<file path="src/rtl/sensor_distancia_hcsr04.sv">
// HC-SR04 ultrasonic ranger driver: periodic trigger, echo width measurement,
// divider-free conversion to centimetres and a near-object presence flag.
module sensor_distancia_hcsr04 #(
    parameter int CLK_MHZ    = 50,
    parameter int TRIG_US    = 10,
    parameter int PERIOD_US  = 60000,
    parameter int TIMEOUT_US = 25000,
    parameter int UMBRAL_CM  = 20,
    parameter int DW         = 9
) (
    input  logic          clk,
    input  logic          reset,
    input  logic          echo,
    output logic          trig,
    output logic [DW-1:0] dist_cm,
    output logic          distancia,
    output logic          valid,
    output logic          err
);
    localparam int PER_CYC  = PERIOD_US * CLK_MHZ;
    localparam int TRIG_CYC = TRIG_US * CLK_MHZ;
    localparam int TO_CYC   = TIMEOUT_US * CLK_MHZ;
    localparam int SUB_CYC  = 58 * CLK_MHZ;
    localparam int TMR_MAX  = (TO_CYC > TRIG_CYC) ? TO_CYC : TRIG_CYC;
    localparam int PW       = $clog2(PER_CYC + 1);
    localparam int TW       = $clog2(TMR_MAX + 1);
    localparam int SW       = $clog2(SUB_CYC);

    localparam logic [PW-1:0] PER_SAT   = PW'(PER_CYC);
    localparam logic [TW-1:0] TRIG_LAST = TW'(TRIG_CYC - 1);
    localparam logic [TW-1:0] TO_LAST   = TW'(TO_CYC - 1);
    localparam logic [SW-1:0] SUB_LAST  = SW'(SUB_CYC - 1);
    localparam logic [DW-1:0] CM_MAX    = '1;
    localparam logic [DW-1:0] UMBRAL    = DW'(UMBRAL_CM);

    typedef enum logic [2:0] {IDLE, TRIG, WAIT_ECHO, MEASURE, DONE} state_t;

    state_t        state_q, state_d;
    logic [2:0]    echo_sr_q;
    logic [PW-1:0] per_q, per_d;
    logic [TW-1:0] tmr_q, tmr_d;
    logic [SW-1:0] sub_q, sub_d;
    logic [DW-1:0] cm_q, cm_d;
    logic [DW-1:0] dist_q, dist_d;
    logic          dcia_q, dcia_d;
    logic          err_q, err_d;
    logic          echo_rise, echo_fall;

    // [0] metastability stage, [1] synchronised echo, [2] previous sample
    assign echo_rise = echo_sr_q[1] & ~echo_sr_q[2];
    assign echo_fall = ~echo_sr_q[1] & echo_sr_q[2];

    always_ff @(posedge clk or negedge reset) begin
        if (!reset) begin
            state_q   <= IDLE;
            echo_sr_q <= '0;
            per_q     <= '0;
            tmr_q     <= '0;
            sub_q     <= '0;
            cm_q      <= '0;
            dist_q    <= '0;
            dcia_q    <= 1'b0;
            err_q     <= 1'b0;
        end else begin
            state_q   <= state_d;
            echo_sr_q <= {echo_sr_q[1:0], echo};
            per_q     <= per_d;
            tmr_q     <= tmr_d;
            sub_q     <= sub_d;
            cm_q      <= cm_d;
            dist_q    <= dist_d;
            dcia_q    <= dcia_d;
            err_q     <= err_d;
        end
    end

    always_comb begin
        state_d = state_q;
        per_d   = per_q;
        tmr_d   = tmr_q;
        sub_d   = sub_q;
        cm_d    = cm_q;
        dist_d  = dist_q;
        dcia_d  = dcia_q;
        err_d   = err_q;

        if (per_q != PER_SAT) per_d = per_q + 1'b1;

        unique case (state_q)
            IDLE: begin
                if (per_q == PER_SAT) begin
                    state_d = TRIG;
                    per_d   = '0;
                    tmr_d   = '0;
                end
            end
            TRIG: begin
                if (tmr_q == TRIG_LAST) begin
                    state_d = WAIT_ECHO;
                    tmr_d   = '0;
                end else begin
                    tmr_d = tmr_q + 1'b1;
                end
            end
            WAIT_ECHO: begin
                if (echo_rise) begin
                    state_d = MEASURE;
                    tmr_d   = '0;
                    sub_d   = '0;
                    cm_d    = '0;
                end else if (tmr_q == TO_LAST) begin
                    state_d = DONE;
                    dist_d  = '1;
                    dcia_d  = 1'b0;
                    err_d   = 1'b1;
                end else begin
                    tmr_d = tmr_q + 1'b1;
                end
            end
            MEASURE: begin
                // Counters advance on the falling-edge cycle too, so the
                // published value covers every echo clock.
                if (sub_q == SUB_LAST) begin
                    sub_d = '0;
                    if (cm_q != CM_MAX) cm_d = cm_q + 1'b1;
                end else begin
                    sub_d = sub_q + 1'b1;
                end
                tmr_d = tmr_q + 1'b1;
                if (echo_fall) begin
                    state_d = DONE;
                    dist_d  = cm_d;
                    dcia_d  = (cm_d < UMBRAL);
                    err_d   = 1'b0;
                end else if (tmr_q == TO_LAST) begin
                    state_d = DONE;
                    dist_d  = '1;
                    dcia_d  = 1'b0;
                    err_d   = 1'b1;
                end
            end
            DONE: state_d = IDLE;
            default: state_d = IDLE;
        endcase
    end

    // Results are registered on entry to DONE so they are already stable
    // during the valid cycle.
    assign trig      = (state_q == TRIG);
    assign valid     = (state_q == DONE);
    assign dist_cm   = dist_q;
    assign distancia = dcia_q;
    assign err       = err_q;

endmodule

</file>
<file path="config.mk">
export PLATFORM = sky130hd
export DESIGN_NAME = sensor_distancia_hcsr04
export DESIGN_NICKNAME = d
export VERILOG_FILES = /design/src/rtl/sensor_distancia_hcsr04.sv
export SDC_FILE = /design/constraint.sdc
export NUM_CORES = 1
export LEC_CHECK = 0
export ABC_CLOCK_PERIOD_IN_PS = 6150
export CAP_MARGIN = 15
export CORE_ASPECT_RATIO = 0.75
export CORE_MARGIN = 1
export CORE_UTILIZATION = 53
export DETAILED_ROUTE_END_ITERATION = 10
export DONT_BUFFER_PORTS = 1
export GPL_TIMING_DRIVEN = 0
export PLACE_DENSITY = 0.68
export SYNTH_ARGS = -nofsm -noshare
export SYNTH_HDL_FRONTEND = slang
export SYNTH_SLANG_ARGS = --single-unit
</file>
<file path="constraint.sdc">
create_clock -name clk -period 6.15 [get_ports clk]
set_input_delay 0.9225 -clock clk [delete_from_list [all_inputs] [get_ports clk]]
set_output_delay 0.9225 -clock clk [all_outputs]
set_load 0.02 [all_outputs]
</file>
==> run_1/layers.png <==
Drawn at 4 px/µm. Two of the layers only.
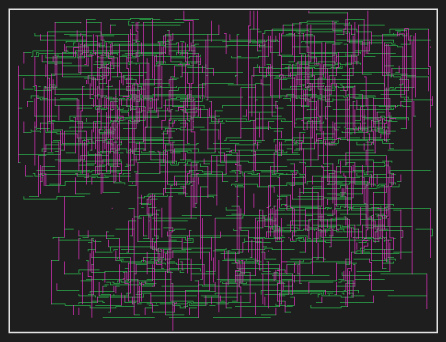
M1: drawn in green, wire length 4800 µm. M2: drawn in magenta, wire length 4290 µm.

==> run_1/pinout.png <==
Drawn at 4 px/µm. Pins as bars across the die edge, other pins in grey.
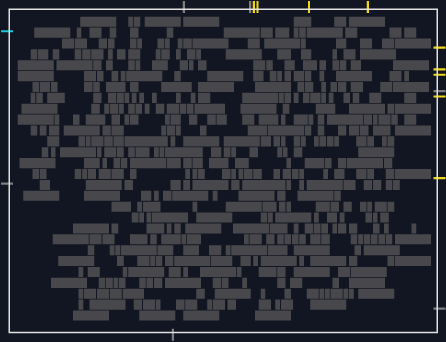
clk: drawn in cyan, pins 1, direction input, edge west. dist_cm: drawn in yellow, pins 9, direction output, edge 5 east, 4 north.

==> run_1/placed.png <==
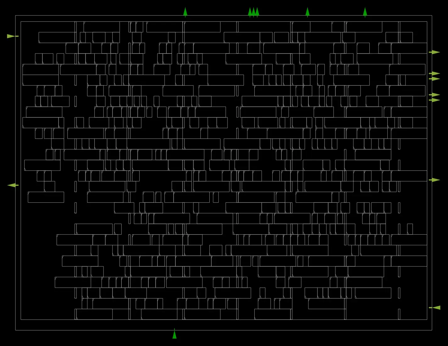
Util after Layout: 59.37%
core area: 7918 µm²
flop count: 81
Placement Rows: 28
Fillers: 695

==> impl_metrics.yaml, run 1 <==
# flow metrics
status:
  status: "finished clean"
synth:
  ys_area_um2: 4349
  synth.area.top_cells: "dfrtp_1 (47%), nand2_1 (3.8%), o21ai_0 (3.8%), nor2_1 (3.5%), xnor2_1 (3.2%)"
  synth_area_leader_cell: "dfrtp_1"
  synthCells: 462
  yosysWarnings: 0
  yosys-top-cells-count: "dfrtp_1 (81), nand2_1 (44), nor2_1 (41), o21ai_0 (33), nand3_1 (27)"
  synthDistinctLibCells: 56
  synth.avg_cell_area_um2: 9.414
  top_cell_area_share_pct: 46.61
  synthMostInstantiatedCell: "dfrtp_1"
  synthArstFlopShare_pct: 100.0
  postSynthSeqShare_pct: 46.61
  syn_nets: 471
  ys_cells: 462
  numSynthFlops: 81
  synth-edff-count: 0
  netlist_area_um2: 4349
  flop_cell: "dfrtp_1"
critical_path:
  worstSetupStartpointType: "flip-flop"
  reg2reg_depth: 7
  crit_top_cell: "clkbuf_1"
  cp-end-kind: "flip-flop"
  required_ps: 6420
  cpPeakStageDelay_ps: 930
  crit_buf_inv: 2
  crit_family: "simple AND/OR/NAND/NOR gates"
  cp_max_fo: 10
  arrival_ps: 3090
  cp.depth: 7
  criticalPathCategory: "reg -> reg"
  crit_chain: "clkbuf_1 > nor3b_1 > o31ai_4 > nand2_1 > clkbuf_1 > o21ai_0 > a31oi_1"
  cp_slowest_cell: "nor3b_1"
clock_tree:
  post_cts_buffers: 0
  cts_buffers: 9
  hold_buffers: 0
  clkLatencyLatePin_ps: 350
  root_buffer: "clkbuf_8"
  cts_tree: "done"
  cts.sinks: 81
  clk_pin_slew_worst_paths_ps: 90
  cts_max_path_buffers: 2
  post_cts_resize_count: 0
  htree_levels: 3
sta:
  slew_violations: 0
  slew_headroom_pct: 28.51
  tightest_slew_ps: 1070
  worst_slack_ps: 3327
  finalClockPeriodUsage_pct: 45.90
  layout_min_cycle_time_ps: 2823
  hold_viol: 0
  skew_ps: 12.47
  rsz0062_at_grt: "no"
  setup_tns_ps: 0
  max_freq_mhz: 354.3
  setup_violations: 0
placement:
  hpwl_um: 6593
  portBuffers: 0
  place.gp.congestion: 0.8707
  place_ws_ps: 3353
job:
  drv_cap: 0
  log.warning_count: 27
route:
  wirelength_um: 9673
  viasPerCell: 6.091
  first_pass_iters: 5
  vias: 3551
  wl_per_cell_um: 16.59
  post-route-drc-count: 0
  drtIter0Drc: 189
  ant_nets: 0
global_route:
  overflow: 0
  grt_pass1_vias: 3260
  grt_usage_pct: 23.85
  grt_max_degree: 82
  grt_pass1_wl_um: 16020
  antenna_found_initial: 0
die:
  io_pins: 16
  chipArea_um2: 8576
  die_y_um: 80.45
  die_w_um: 106.6
  fp_util_pct: 54.93
power_and_ir_drop:
  ir_worst_vdd_mv: 0.1160
  leakage_nw: 1.939
  p_per_area_nw_per_um2: 206.1
layout:
  fin_nets: 482
  antenna_cells: 0
  area_delta_synth_final_pct: 8.084
  layout-drive-gt1-share_pct: 7.113
min_path:
  hp-class: "in -> async"
run 1: metrics by stage:
stage	area (µm²)	power, mW	cells	hold slack [ps]
3_3_place_gp	4481	0.5465	567	367.1
6_report	4701	0.9687	583	253.4
3_5_place_dp	4481	0.5466	567	356.8
4_1_cts	4701	0.9805	583	238.9
5_1_grt	4701	1.003	583	223.8
2_1_floorplan	4349	0.5459	462	331.2
run 1: cell type report:
type	count	area, µm²
Inverter	8	30.03
Sequential cell	81	2027
Fill cell	695	3217
Multi-Input combinational cell	349	2175
Clock buffer	11	141.4
Buffer	24	117.6
Tap cell	105	131.4
Clock inverter	5	78.83
run 1: layer usage:
metal	vias up	GRT usage [%]	routed length [µm]
met5	-	0	0
met4	0	7.808	109
met3	10	5.601	476
met2	91	35.48	4290
met1	1741	34.15	4796
li1	1709	-	-
run 1: layout by cell type, fill, tap and decap left out, types with 4 or more instances in the layout:
| master | instances |
|---|---|
| nand4_1 | 15 |
| nor4_1 | 6 |
| and3_1 | 11 |
| clkbuf_8 | 10 |
| nor3_1 | 13 |
| o21ai_0 | 33 |
| nand3_1 | 27 |
| or3_1 | 4 |
| nor2b_1 | 6 |
| nand2_1 | 44 |
| o31ai_1 | 9 |
| a21oi_1 | 23 |
| a31oi_1 | 14 |
| a2bb2oi_1 | 8 |
| xnor2_1 | 16 |
| o21a_1 | 4 |
| xor2_1 | 14 |
| clkbuf_1 | 15 |
| nor3b_1 | 4 |
| ha_1 | 6 |
| dfrtp_1 | 81 |
| inv_1 | 8 |
| buf_2 | 7 |
| nor2_1 | 41 |
| and2_1 | 5 |
run 1: logic make-up (layout without fill, tap and decap cells):
kind of cell / Yosys count / after routing / share of synthesized area, %
and+or+nand+nor: 196 / 196 / 24.08
AOI/OAI and AO/OA: 114 / 114 / 17.46
DFF: 81 / 81 / 46.61
buffers and inverters: 32 / 48 / 3.395
xor gates and xnor gates: 30 / 30 / 6.041
adders and majority gates: 6 / 6 / 1.726
muxes: 3 / 3 / 0.6905
run 1: path summary, 6_finish.rpt:
check / startpoint / to / slack, ps
worst max-delay path: state_q[2] / tmr_q[9] / 3330
worst min-delay path: reset / per_q[14] / 250
worst max register to register: state_q[2] / tmr_q[9] / 3330
worst min register to register: echo_sr_q[0] / echo_sr_q[1] / 370
max in group asynchronous: reset / tmr_q[16] / 5730
min in group clk: echo_sr_q[0] / echo_sr_q[1] / 370
run 1: report_power, final:
part           switching (mW)  internal [mW]
Clock                   0.194          0.239
Combinational         0.00136       0.000737
Sequential           0.000632          0.533
run 1: flip-flops by register name, summed over array words and instances, names as in the netlist:
| signal | flops |
|---|---|
| per_q | 22 |
| tmr_q | 21 |
| err | 1 |
| sub_q | 12 |
| state_q | 3 |
| dist_cm | 9 |
| echo_sr_q | 3 |
| distancia | 1 |
| cm_q | 9 |
==> run 2, diff against run 1 <==
- ABC_CLOCK_PERIOD_IN_PS: 6150 -> 2300
- PLACE_DENSITY: 0.68 -> 0.71
- clock period: 6.15 -> 2.3 ns (I/O delays scaled with it)
==> run_2/pinout.png <==
Drawn at 4 px/µm. Pins as bars across the die edge, other pins in grey.
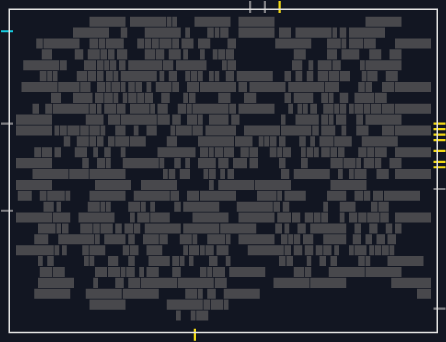
dist_cm: drawn in yellow, pins 9, direction output, edge 7 east, 1 north, 1 south. clk: drawn in cyan, pins 1, direction input, edge west.

==> run 2 against run 1 <==
  * Count of clock-buffer cells in the layout is 2 higher
  * Synthesized cell count stayed put
  * Synthesized area is the same
  * Core utilization rose by 1.9 points
  * Critical path depth did not move
  * Worst setup slack worse by 3300 ps
  * Routed wire length decreased by 1.9%
  * Cell area increased by 3.2%
  * First-iteration DRC count rose by 50%
  * Worst hold slack gained 120 ps
  * Non-clock buffer count rose by 10
  * Critical endpoint is now distancia
==> impl_metrics.yaml, run 2 <==
# flow metrics
status:
  status: "finished clean"
synth:
  syn_nets: 471
  synth_area_leader_cell: "dfrtp_1"
  postSynthSeqShare_pct: 46.61
  synth.area.top_cells: "dfrtp_1 (47%), nand2_1 (3.8%), o21ai_0 (3.8%), nor2_1 (3.5%), xnor2_1 (3.2%)"
  ys_cells: 462
  top_cell_area_share_pct: 46.61
  synth.avg_cell_area_um2: 9.414
  synth-edff-count: 0
  synthDistinctLibCells: 56
  yosysWarnings: 0
  synthArstFlopShare_pct: 100.0
  numSynthFlops: 81
  yosys-top-cells-count: "dfrtp_1 (81), nand2_1 (44), nor2_1 (41), o21ai_0 (33), nand3_1 (27)"
  flop_cell: "dfrtp_1"
  netlist_area_um2: 4349
  ys_area_um2: 4349
  synthMostInstantiatedCell: "dfrtp_1"
  synthCells: 462
global_route:
  grt_pass1_wl_um: 16070
  grt_max_degree: 82
  overflow: 0
  grt_pass1_vias: 3294
  antenna_found_initial: 0
critical_path:
  reg2reg_depth: 7
  required_ps: 2560
  crit_chain: "ha_2 > nor4bb_2 > nand4_1 > nor3_2 > and4bb_2 > nor3_1 > o32ai_1"
  cp.depth: 7
  cpPeakStageDelay_ps: 480
  cp_max_fo: 8
  crit_path_end: "distancia"
  r2r_start: "sub_q[0]"
  worstSetupStartpointType: "flip-flop"
  cp-end-kind: "flip-flop"
  arrival_ps: 2480
  r2r_slack_ps: 70
  cp_slowest_cell: "nor3_2"
  crit_family: "simple AND/OR/NAND/NOR gates"
  criticalPathCategory: "reg -> reg"
  rr_endpoint: "distancia"
  crit_buf_inv: 0
  crit_path_start: "sub_q[0]"
placement:
  dp_cells: 567
  place.gp.congestion: 0.8657
  hpwl_um: 6370
  portBuffers: 0
sta:
  slew_violations: 0
  hold_viol: 0
  finalClockPeriodUsage_pct: 96.83
  skew_ps: 9.678
  layout_min_cycle_time_ps: 2227
  setup_violations: 0
  rsz0062_at_grt: "yes"
  max_freq_mhz: 449.0
  tightest_slew_ps: 808.2
  slew_headroom_pct: 45.62
  setup_tns_ps: 0
layout:
  layout_top_cell: "dfrtp_1"
  fin_nets: 492
  area_delta_synth_final_pct: 11.51
  largest_reg_flops: 22
  layout_top_cells: "dfrtp_1 (80), nand2_1 (44), nor2_1 (40)"
  layout-drive-gt1-share_pct: 12.55
  reg.largest.list: "per_q: 22 flops, tmr_q: 21 flops, sub_q: 12 flops"
  antenna_cells: 0
  largest-register: "per_q"
  layoutNonFillerInstCount: 591
clock_tree:
  root_buffer: "clkbuf_8"
  cts_buffers: 9
  clkLatencyLatePin_ps: 350
  cts_tree: "done"
  cts_max_path_buffers: 2
  cts.sinks: 81
  clk_pin_slew_worst_paths_ps: 80
  htree_levels: 3
die:
  die_w_um: 106.6
  fp-row-count: 28
  core_area_um2: 7918
  io_pins: 16
  die_y_um: 80.45
  fp_util_pct: 54.93
  chipArea_um2: 8576
route:
  post-route-drc-count: 0
  first_pass_iters: 5
  ant_nets: 0
  drtIter0Drc: 283
  viasPerCell: 6.039
job:
  log.warning_count: 28
  drv_cap: 0
power_and_ir_drop:
  p_per_area_nw_per_um2: 477.4
  ir_worst_vdd_mv: 0.4335
  leakage_nw: 1.989
min_path:
  hp-class: "reg -> reg"
==> run_2/layers.png <==
Drawn at 4 px/µm. Two of the layers only.
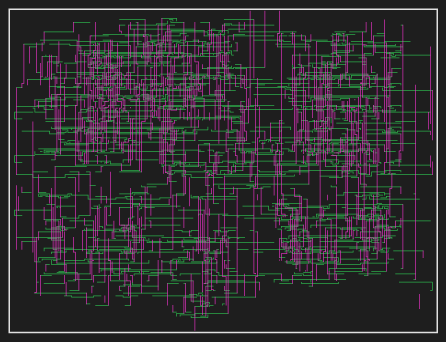
WL/cell: 16.05 µm
final wirelength: 9485 µm
Tot GR Track Use: 24.13%
via count: 3569

==> run 2: cell counts after synthesis <==
No cell type changed its count.
==> run 2: logic make-up after synthesis <==
group / after synthesis / synth area share [%]
AOI/OAI and AO/OA: 114 / 17.46
adders and majority gates: 6 / 1.726
muxes: 3 / 0.6905
DFF: 81 / 46.61
xor gates and xnor gates: 30 / 6.041
buffers and inverters: 32 / 3.395
and+or+nand+nor: 196 / 24.08
==> run 2: through the flow <==
step | setup WS, ps | hold WS (ps) | area [µm²] | util (%) | power, mW
finish | 73.01 | 368.9 | 4850 | 61.25 | 2.315
global route | -63.24 | 376.8 | 4850 | 61.25 | 2.410
CTS | 2.007 | 5.980 | 4748 | 59.97 | 2.341
detailed placement | -579.4 | 52.28 | 4481 | 56.59 | 1.462
global placement | -517.6 | 52.27 | 4481 | 56.59 | 1.461
floorplan | 4.181 | 49.41 | 4349 | - | 1.460
==> run 2: what timing repair did <==
action	CTS	global route
hold endpoints to repair	81	1
resized	12	25
buffers inserted	5	4
endpoints found under the setup margin	32	57
hold buffers	2	1
pin swaps	4	7
==> run 2: layout make-up <==
type | instances | area [µm²]
inverter | 8 | 30.03
timing repair buffer | 12 | 115.1
clock buffer | 13 | 138.9
fill | 680 | 3068
clock inverter | 1 | 5.005
tap | 105 | 131.4
multi-input combinational | 349 | 2275
sequential | 81 | 2028
buffer | 22 | 126.4
==> run 2: worst min path at each step <==
stage,end,startpoint,cells after the start,slack (ps)
2_1_floorplan,cm_q[0],reset,0,50
3_3_place_gp,sub_q[7],reset,0,50
3_5_place_dp,sub_q[7],reset,0,50
4_1_cts,echo_sr_q[0],echo,0,6
5_1_grt,echo_sr_q[1],echo_sr_q[0],0,380
6_report,echo_sr_q[1],echo_sr_q[0],0,370
==> run 2: layer usage <==
metal | wire length (µm) | track usage [%] | share of wire (%) | vias up
li1 | - | - | - | 1727
met1 | 4632 | 33.57 | 49 | 1732
met2 | 4232 | 37.74 | 45 | 104
met3 | 554 | 6.250 | 5.8 | 6
met4 | 65 | 5.479 | 0.69 | 0
met5 | 0 | 0 | 0 | -
==> run 2: report_power, final <==
group | internal (mW) | switching, mW
logic | 0.00946 | 0.0316
clock network | 0.381 | 0.465
registers | 1.43 | 0.00225
total | 1.82 | 0.499
Power is estimated from default activity; no workload was simulated.
